Figure 1. Gate families picked out.
Scale: 2 px per µm.
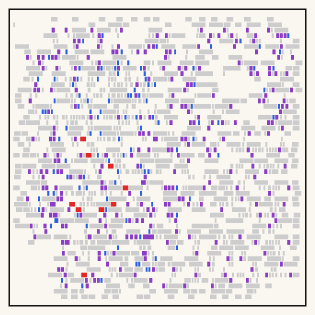
Figure 2. Routed metal per tile.
Scale: 2 px per µm. 29 x 29 tiles, from white (low) to dark blue (high), scaled to the fullest tile. Values are wire area over tile area, all layers added.
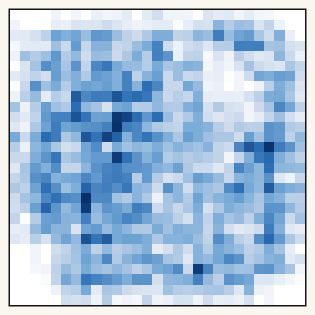
Figure 3. Nets reached from selected ports.
Scale: 3 px per µm.
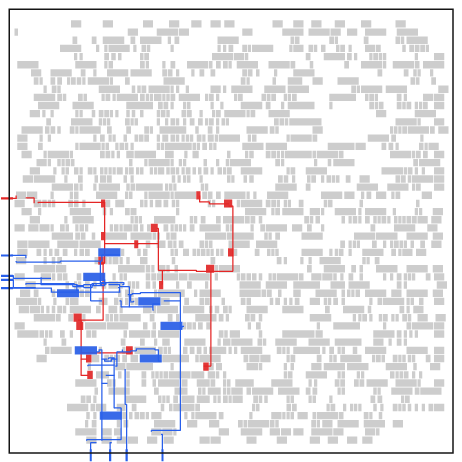
$ cat config.mk
export PLATFORM = sky130hd
export DESIGN_NAME = ifetch_unit
export DESIGN_NICKNAME = d
export VERILOG_FILES = /design/src/rtl/mips_pkg.sv /design/src/rtl/fetch_skid_buf.sv /design/src/rtl/ifetch_unit_chk.sv /design/src/rtl/ifetch_unit.sv
export SDC_FILE = /design/constraint.sdc
export NUM_CORES = 1
export LEC_CHECK = 0
export ABC_AREA = 1
export CAP_MARGIN = 0
export CORE_UTILIZATION = 40
export DETAILED_ROUTE_END_ITERATION = 8
export REMOVE_ABC_BUFFERS = 1
export SLEW_MARGIN = 40
export SYNTH_ARGS = -nofsm -noshare
export SYNTH_HDL_FRONTEND = slang
export SYNTH_SLANG_ARGS = --single-unit
$ cat constraint.sdc
create_clock -name clk -period 4.7 [get_ports clk]
set_clock_uncertainty 0.15 [all_clocks]
set_input_delay 0.47 -clock clk [delete_from_list [all_inputs] [get_ports clk]]
set_output_delay 0.47 -clock clk [all_outputs]
set_load 0.03 [all_outputs]
$ cat src/rtl/mips_pkg.sv
// Shared constants and types for the MIPS front end (fetch stage and its buffer).
package mips_pkg;

    localparam int          PC_W        = 32;
    localparam int          INSTR_W     = 32;
    localparam int          IMEM_ADDR_W = 8;
    localparam logic [31:0] RESET_PC    = 32'h0000_0000;
    localparam logic [31:0] NOP_INSTR   = 32'h0000_0000;

    // Fetch buffer occupancy; the value doubles as the entry count used by the credit rule.
    typedef enum logic [1:0] {
        OCC_EMPTY = 2'd0,
        OCC_ONE   = 2'd1,
        OCC_FULL  = 2'd2
    } occ_e;

endpackage

$ cat src/rtl/fetch_skid_buf.sv
// Two-entry {pc, instr} FIFO between the instruction RAM and decode.
// The head entry is a dedicated register that drives the outputs directly;
// the second entry only absorbs a word when decode stalls.
module fetch_skid_buf #(
    parameter int PC_W   = 32,
    parameter int DATA_W = 32
) (
    input  logic              clk,
    input  logic              rst,
    input  logic              flush,
    input  logic              enq,
    input  logic [PC_W-1:0]   enq_pc,
    input  logic [DATA_W-1:0] enq_instr,
    input  logic              deq,
    output logic [1:0]        occ,
    output logic              head_valid,
    output logic [PC_W-1:0]   head_pc,
    output logic [DATA_W-1:0] head_instr
);

    mips_pkg::occ_e    occ_r;
    mips_pkg::occ_e    occ_nxt_s;
    logic              valid_r;
    logic [PC_W-1:0]   head_pc_r;
    logic [DATA_W-1:0] head_instr_r;
    logic [PC_W-1:0]   skid_pc_r;
    logic [DATA_W-1:0] skid_instr_r;
    logic              head_from_in_s;
    logic              head_from_skid_s;
    logic              skid_load_s;

    assign occ        = occ_r;
    assign head_valid = valid_r;
    assign head_pc    = head_pc_r;
    assign head_instr = head_instr_r;

    // Next occupancy and which registers move on this edge.
    always_comb begin
        occ_nxt_s        = occ_r;
        head_from_in_s   = 1'b0;
        head_from_skid_s = 1'b0;
        skid_load_s      = 1'b0;
        case (occ_r)
            mips_pkg::OCC_EMPTY: begin
                if (enq) begin
                    occ_nxt_s      = mips_pkg::OCC_ONE;
                    head_from_in_s = 1'b1;
                end else begin
                    occ_nxt_s = mips_pkg::OCC_EMPTY;
                end
            end
            mips_pkg::OCC_ONE: begin
                if (enq && deq) begin
                    head_from_in_s = 1'b1;
                end else if (enq) begin
                    occ_nxt_s   = mips_pkg::OCC_FULL;
                    skid_load_s = 1'b1;
                end else if (deq) begin
                    occ_nxt_s = mips_pkg::OCC_EMPTY;
                end else begin
                    occ_nxt_s = mips_pkg::OCC_ONE;
                end
            end
            mips_pkg::OCC_FULL: begin
                if (enq && deq) begin
                    head_from_skid_s = 1'b1;
                    skid_load_s      = 1'b1;
                end else if (deq) begin
                    occ_nxt_s        = mips_pkg::OCC_ONE;
                    head_from_skid_s = 1'b1;
                end else begin
                    occ_nxt_s = mips_pkg::OCC_FULL;
                end
            end
            default: begin
                occ_nxt_s = mips_pkg::OCC_EMPTY;
            end
        endcase
    end

    // Occupancy, valid flag and entry storage; flush drops contents but keeps stale data bits.
    always_ff @(posedge clk) begin
        if (rst) begin
            occ_r        <= mips_pkg::OCC_EMPTY;
            valid_r      <= 1'b0;
            head_pc_r    <= {PC_W{1'b0}};
            head_instr_r <= DATA_W'(mips_pkg::NOP_INSTR);
            skid_pc_r    <= {PC_W{1'b0}};
            skid_instr_r <= DATA_W'(mips_pkg::NOP_INSTR);
        end else if (flush) begin
            occ_r   <= mips_pkg::OCC_EMPTY;
            valid_r <= 1'b0;
        end else begin
            occ_r   <= occ_nxt_s;
            valid_r <= (occ_nxt_s != mips_pkg::OCC_EMPTY);
            if (head_from_in_s) begin
                head_pc_r    <= enq_pc;
                head_instr_r <= enq_instr;
            end else if (head_from_skid_s) begin
                head_pc_r    <= skid_pc_r;
                head_instr_r <= skid_instr_r;
            end
            if (skid_load_s) begin
                skid_pc_r    <= enq_pc;
                skid_instr_r <= enq_instr;
            end
        end
    end

endmodule

$ cat src/rtl/ifetch_unit_chk.sv
// Invariant checker for the fetch stage buffer: the credit rule must keep the
// two-entry buffer from ever overflowing or reaching an illegal occupancy.
module ifetch_unit_chk
    import mips_pkg::*;
(
    input logic       clk,
    input logic       rst,
    input logic       flush,
    input logic       enq,
    input logic       deq,
    input logic [1:0] occ
);

    a_no_overflow: assert property (@(posedge clk) disable iff (rst)
        !(enq && !deq && !flush && (occ == OCC_FULL)));

    a_occ_legal: assert property (@(posedge clk) disable iff (rst)
        (occ != 2'd3));

endmodule

$ cat src/rtl/ifetch_unit.sv
// Instruction fetch stage: owns the PC, issues word addresses to the 1-cycle
// instruction RAM under a two-entry credit limit, captures returned words into
// the skid buffer and handles redirect/flush and RAM port lending.
module ifetch_unit #(
    parameter int                ADDR_W   = mips_pkg::IMEM_ADDR_W,
    parameter int                DATA_W   = mips_pkg::INSTR_W,
    parameter int                PC_W     = mips_pkg::PC_W,
    parameter logic [PC_W-1:0]   RESET_PC = PC_W'(mips_pkg::RESET_PC)
) (
    input  logic              clk,
    input  logic              rst,
    output logic [ADDR_W-1:0] mem_addr,
    input  logic              mem_gnt,
    input  logic [DATA_W-1:0] mem_q,
    input  logic              redir_valid,
    input  logic [PC_W-1:0]   redir_pc,
    output logic              if_valid,
    output logic [DATA_W-1:0] if_instr,
    output logic [PC_W-1:0]   if_pc,
    input  logic              id_ready
);

    localparam logic [PC_W-1:0] ALIGN_MASK = ~PC_W'(2'd3);

    logic [PC_W-1:0] pc_r;
    logic [PC_W-1:0] inflight_pc_r;
    logic            inflight_r;
    logic [1:0]      occ_s;
    logic            deq_s;
    logic            enq_s;
    logic            issue_s;
    logic            credit_ok_s;

    assign mem_addr = pc_r[ADDR_W+1:2];
    assign deq_s    = if_valid & id_ready;

    // Buffered + in-flight words, less the one decode takes this cycle, must leave room for one more.
    assign credit_ok_s = ({1'b0, occ_s} + {2'b00, inflight_r}) < (3'd2 + {2'b00, deq_s});
    assign issue_s     = ~redir_valid & mem_gnt & credit_ok_s;

    // A word returning during a redirect belongs to the old path and is discarded.
    assign enq_s = inflight_r & ~redir_valid;

    // PC, in-flight flag and PC of the outstanding read.
    always_ff @(posedge clk) begin
        if (rst) begin
            pc_r          <= RESET_PC & ALIGN_MASK;
            inflight_r    <= 1'b0;
            inflight_pc_r <= {PC_W{1'b0}};
        end else if (redir_valid) begin
            pc_r       <= redir_pc & ALIGN_MASK;
            inflight_r <= 1'b0;
        end else if (issue_s) begin
            pc_r          <= pc_r + PC_W'(3'd4);
            inflight_r    <= 1'b1;
            inflight_pc_r <= pc_r;
        end else begin
            inflight_r <= 1'b0;
        end
    end

    fetch_skid_buf #(
        .PC_W   (PC_W),
        .DATA_W (DATA_W)
    ) u_buf (
        .clk        (clk),
        .rst        (rst),
        .flush      (redir_valid),
        .enq        (enq_s),
        .enq_pc     (inflight_pc_r),
        .enq_instr  (mem_q),
        .deq        (deq_s),
        .occ        (occ_s),
        .head_valid (if_valid),
        .head_pc    (if_pc),
        .head_instr (if_instr)
    );

    ifetch_unit_chk u_chk (
        .clk   (clk),
        .rst   (rst),
        .flush (redir_valid),
        .enq   (enq_s),
        .deq   (deq_s),
        .occ   (occ_s)
    );

endmodule

==> impl_metrics.json <==
{
  "outcome": "finished, final reports clean",
  "p_int_uw": 2600,
  "ant_nets": 0,
  "htreeDepth": 4,
  "yosys_cells": 1237,
  "power_sequential_uw": 1690,
  "top_cell_area_share": 0.445,
  "fp_util": 0.413,
  "cts-root-buf": "clkbuf_16",
  "p_clk_uw": 1430,
  "cp_slowest_stage_delay_ns": 0.56,
  "antenna_found_initial": 0,
  "rsz0062_at_grt": "false",
  "rr_worst_depth": 11,
  "tns_ns": 0,
  "period_needed_ns": 2.83,
  "grt_pass1_wl_mm": 35.8,
  "synthCells": 1237,
  "logic_gates": 855,
  "ys_async_sr_fraction": 0,
  "die_h_um": 147,
  "cts_tree": "yes",
  "grt_use_met3": 0.0302,
  "largest_class": "multi-input combinational cells",
  "die_area_um2": 21700,
  "ys_sh_aoi": 0.175,
  "buf_share": 0.139,
  "place_congestion": 0.819,
  "netlist_area_um2": 8460,
  "place_ws_ns": 1.51,
  "p_comb_uw": 346,
  "wl_met3_um": 956,
  "max_freq_mhz": 353,
  "synthXorXnorAreaFrac": 0.00932,
  "ys_sh_simple": 0.258,
  "place_hpwl_mm": 13.1,
  "edf_count": 0,
  "hold_class": "flop to flop",
  "seq_area_um2": 3760,
  "crit_fanout": 31,
  "grtUsageMet1": 0.288,
  "cp-end-kind": "flop",
  "netlist_top_cells_count": "nor2_1 (254), o21ai_0 (211), nand2_1 (210)",
  "seq-cell-share": 0.361,
  "die_w_um": 147,
  "r2r_setup_slack_ns": 1.87,
  "ff_type": "dfxtp_1",
  "path_clk_slew_ns": 0.06,
  "yosysTopAreaCell": "dfxtp_1",
  "wl_met2_mm": 9.71,
  "crit_chain": "ha_1 > ha_1 > o21ai_0 > nand2_1 > buf_4 > inv_1 > buf_4 > nand3_1 > nand3_1 > nand2_1 > inv_1",
  "whs_path_depth": 2,
  "firstDrtPassIters": 5,
  "grt_max_degree": 133,
  "cts_resized": 0,
  "power-top-group": "sequential cells",
  "layout-drive-gt1-share": 0.0361,
  "met2_usage": 0.325,
  "post_cts_buffers": 0,
  "min_from": "u_buf.skid_pc_r[29]$_SDFFE_PP0P_",
  "top_usage_layer": "met2",
  "nWellTaps": 270,
  "crit_end": "pc_r[25]$_SDFFE_PP0P_",
  "yosys.cell_count.top_type": "nor2_1",
  "ctsHoldBuffers": 0,
  "rows": 52,
  "grt_overflow": 0,
  "clk_share": 0.0556,
  "fin_hold_ws_ns": 0.297,
  "lay_top_cells": "nor2_1 (254), o21ai_0 (211), nand2_1 (209), dfxtp_1 (188), clkdlybuf4s50_1 (137)",
  "cp-startpoint": "inflight_r$_SDFF_PP0_",
  "p_leak_uw": 0.00430,
  "critPathArrivalTime_ns": 3.05,
  "max-clock-path-buffers": 2,
  "numSequentialCells": 188,
  "combPwrFrac": 0.100,
  "worstSetupPathType": "flop to flop",
  "crit_path_start_kind": "flop",
  "power.share.clock": 0.413,
  "maxSlewViolCount": 0,
  "switching_share": 0.249,
  "comb_area_um2": 3870,
  "max-slew-margin-rel": 0.468,
  "critPathBufInv": 4,
  "drt-met1-wl_mm": 10.9,
  "dpl_cell_area_um2": 9840,
  "nFillCells": 2107,
  "inverters": 111,
  "yosysChipArea_um2": 8460,
  "critPathTopFamily": "buffers and inverters",
  "p_per_area_nw_per_um2": 332,
  "slowest_stage": "inv_1",
  "final_nets": 1394,
  "syn_to_final_growth_pct": 23.1,
  "fin_crit_sh": 0.603,
  "vias_per_cell": 4.88,
  "required_ns": 4.92,
  "switchingPower_uw": 863,
  "num_antenna_cells": 0,
  "reg2reg_from": "inflight_r$_SDFF_PP0_",
  "min_to": "u_buf.skid_pc_r[29]$_SDFFE_PP0P_",
  "finalHoldViolations": 0,
  "ys_ff": 188,
  "pin_count": 142,
  "worst_slack_ns": 1.87,
  "final_core_util": 0.508,
  "top_layer": "met4",
  "ys_seq_frac": 0.445,
  "tool_warnings": 36,
  "finalPower_uw": 3460,
  "syn_area_per_cell_um2": 6.84,
  "yosys.cell_types.count": 33,
  "port_buffers": 137,
  "signal_buffers": 145,
  "irDropWorstVdd_uv": 243,
  "cts.sink_count": 188,
  "worst-path-stages": 11,
  "grt_pass1_vias": 6913,
  "core_region_area_um2": 20500,
  "ys_sh_adder": 0.0104,
  "yosys_warnings": 0,
  "design_area_um2": 10400
}
Notes on Figure 1 above:
legend:
  blue:
    family: inverters
    cells: 111
    most_used: inv_1
  purple:
    family: inverting AOI/OAI gates
    cells: 290
    most_used: o21ai_0
    where: widely spread
  red:
    family: XOR/XNOR gates
    cells: 9
    most_used: xor2_1
Commonest Layout Cell: nor2_1
non-filler cells, final: 1601
Comb/total area: 0.371

Notes on Figure 2 above:
emptiest ninth of the die: north-east
nearly empty tiles: 5.9%
mean over tiles: 0.16
Total GRT Usage: 0.205
final WL: 21.8 mm
vias: 7811
average wire per standard cell: 13.6 µm

Notes on Figure 3 above:
legend:
  red:
    port: `rst`
    bits: 1
    direction: input
    edge: west
    end_cells: 16
    buffers: 2
    wire: 252 µm
  blue:
    port: `mem_addr`
    bits: 8
    direction: output
    edge: 4 south, 4 west
    end_cells: 8
    buffers: 8
    wire: 474 µm

No activity file was given, so power comes from the tool's default toggle rates.
